Design spram_ctrl, sky130hd; sources not shown.
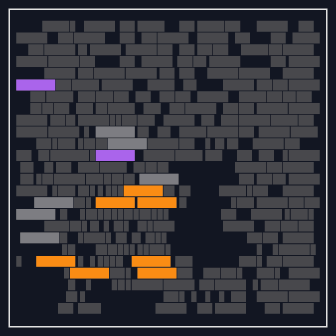
ff_map.png
Other sequential cells in the stronger grey, the rest of the logic in the fainter grey.
colour	signal	sequential cells
purple	`starve_q`	2
orange	`idle_q`	7
not coloured	6
sequential group power: 376 uW
storage element area: 375 um2
Layout Utilization: 74.9%
fraction of standard cell area that is sequential: 10.5%

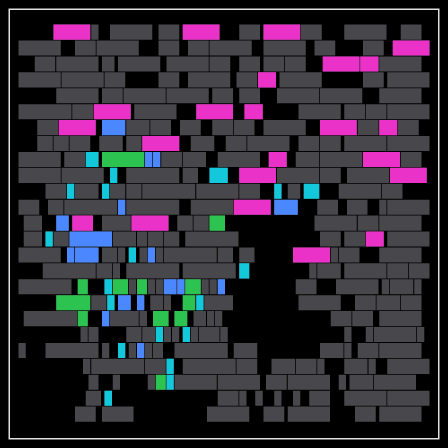
gates.png
colour	family	cells	most used
blue	nor cells	17	nor2_1
green	aoi and oai cells	12	a21oi_1
cyan	inv cells	19	inv_1
magenta	non-inverting ao/oa cells	23	a22o_4
logic gate fraction of the total cell area: 26.5%
Top cell excl fill/tap: sky130_fd_sc_hd__clkdlybuf4s50_1
Cell Count, Final, Fillers Out: 372

==> out/summary.log <==
INFO  run_status     run_status=finished, violations left
INFO  run_status     violations=negative setup slack
INFO  finish         antennaDiodeCount=0
INFO  finish         num-nonclk-inverters=19
INFO  timing         timing_max_transition_violations_final=0
INFO  synthesis      numSynthFlops=15
INFO  floorplan      number_of_tapcells=67
INFO  pwr            pwr.group.clock=304uW
INFO  route          routed.top_layer=met4
INFO  global_routing global_routing_usage_on_met3=4.56%
INFO  pwr            comb_power=1840uW
INFO  synthesis      synthFlopType=sky130_fd_sc_hd__dfrtp_1
INFO  pwr            maxPowerGroup=combinational logic
INFO  global_routing grt_first_pass_wirelength=8980um
INFO  critical_path  critPathSlowestCell=sky130_fd_sc_hd__dfrtp_1
INFO  timing         setup-violations-final=38
INFO  route          routed_wire_per_std_cell=15.7um
INFO  timing         rsz0062_at_grt=yes
INFO  pwr            powerDensity=704nW/um2
INFO  finish         fillerInstances=301
INFO  synthesis      synth.net_count=262
INFO  synthesis      synth_stat.cells=192
INFO  placement      portBuffers=124
INFO  pwr            design_power_total=2520uW
INFO  timing         timing_hold_violations_final=0
INFO  floorplan      floorplan.core_util=30.7%
INFO  route          antenna_left=0
INFO  route          drcViolationCount=0
INFO  clock_tree     cts.reportedPaths.clkPinSlew=0.07ns
INFO  timing         max_clock_freq=445MHz
INFO  route          drt_first_iter_violations=49
INFO  route          wl=5830um
INFO  timing         fin_tns_setup=-18.96ns
INFO  critical_path  timing.critical_path.to_type=primary output
INFO  clock_tree     cts_inserted_buffers=3
INFO  floorplan      die_y=73.1um
INFO  synthesis      synth-async-reset-ratio=100%
INFO  synthesis      yosys_warnings=0
INFO  global_routing grt_antenna_before_repair=0
INFO  pwr            share_of_total_power_in_sequential_cells=14.9%
INFO  placement      place.detailed.instances=363
INFO  finish         signal_buffers=149
INFO  route          detail_route.vias_per_cell=4.60
INFO  job            cap_viol_max_count=0
INFO  route          detail_route.wirelength.met1=2110um
INFO  clock_tree     cts_htree_levels=1
INFO  route          overall_via_count_from_detail_route=1712
INFO  route          met2WireLength=3200um
INFO  floorplan      std_cell_rows=25
INFO  global_routing grt_use_total=21.7%
INFO  finish         final_layout_size_suffix_gt1_share=45.2%
INFO  clock_tree     ctsRootBufferMaster=sky130_fd_sc_hd__clkbuf_8
INFO  synthesis      synthTopCellsByArea=sky130_fd_sc_hd__dfrtp_1 26%, sky130_fd_sc_hd__buf_4 18%, sky130_fd_sc_hd__nand2_1 13%
INFO  synthesis      simple_gate_area_share=25.1%
INFO  synthesis      avgSynthCellArea=7.64um2
INFO  finish         area.combinational=951um2
INFO  synthesis      synth.yosys.seq_area_share=25.6%
INFO  finish         seq_cell_count=15
INFO  finish         clock_buffers=3
INFO  finish         clock_area_share=1.29%
INFO  critical_path  cp-start-kind=flip-flop
INFO  synthesis      netlist-cell-type-count=32
INFO  pwr            static-leakage-power=0.00162uW
INFO  timing         fin_ws=-0.549ns
INFO  pwr            vdd_drop_max=482uV
INFO  global_routing use_met2=41.2%
INFO  global_routing first_global_vias=1755
INFO  finish         fin_area=3590um2
INFO  clock_tree     tritoncts_clock_tree=built
INFO  critical_path  number_of_cells_on_the_critical_path=10
INFO  clock_tree     hold_buffers_post_cts=0
INFO  hold_path      hold_removal_path_class=in2async
INFO  pwr            clock_power_share=12.0%
INFO  clock_tree     post_cts_buffers=4
INFO  synthesis      ys_sh_aoi=20.3%
INFO  synthesis      synthDominantCellAreaShare=25.6%
INFO  synthesis      ys_sh_xor=0%
INFO  pwr            power.switching_fraction=51.1%
INFO  clock_tree     clock.latency.late_pin=0.25ns
INFO  synthesis      mappedNetlistArea=1470um2
INFO  synthesis      synth.top_cells.by_count=51 x sky130_fd_sc_hd__nand2_1, 36 x sky130_fd_sc_hd__buf_4, 19 x sky130_fd_sc_hd__a22o_1, 15 x sky130_fd_sc_hd__dfrtp_1, 13 x sky130_fd_sc_hd__inv_1
INFO  timing         layout_min_cycle_time=2.25ns
INFO  critical_path  worstPathCellList=ha_4 > a21oi_4 > nand2_4 > nand2_4 > inv_6 > nand2_4 > nand2_4 > buf_6 > nor2_4 > buf_12
INFO  clock_tree     cts_max_path_buffers=2
INFO  synthesis      synth-edff-count=0
INFO  floorplan      ios=127
INFO  critical_path  path_delay_family=simple AND/OR/NAND/NOR gates
INFO  critical_path  critPathMaxFanout=4
INFO  critical_path  r2r_slack=0.07ns
INFO  synthesis      synth.yosys.chip_area=1470um2
INFO  route          drt-pass1-iter-count=4
INFO  global_routing grt_start_max_net_pins=24
INFO  finish         largest_register_ff_count=7
INFO  global_routing most_used_layer_global_route=met2
INFO  finish         area_growth=144%
INFO  floorplan      die_area=5350um2
INFO  timing         fin_hold_ws=0.350ns
INFO  finish         most-common-layout-cells=65 x sky130_fd_sc_hd__clkdlybuf4s50_1, 60 x sky130_fd_sc_hd__buf_12, 40 x sky130_fd_sc_hd__nand2_1
INFO  critical_path  worst_ep_required_time=1.31ns
INFO  synthesis      synth.mux.area_fraction=0%
INFO  job            openroad_warning_count=29
INFO  pwr            p_int=1230uW
INFO  floorplan      coreArea=4790um2
INFO  timing         period_used_share=132%
INFO  placement      hpwl=4560um
INFO  clock_tree     cts_sinks=15
No activity file was given, so power comes from the tool's default toggle rates.
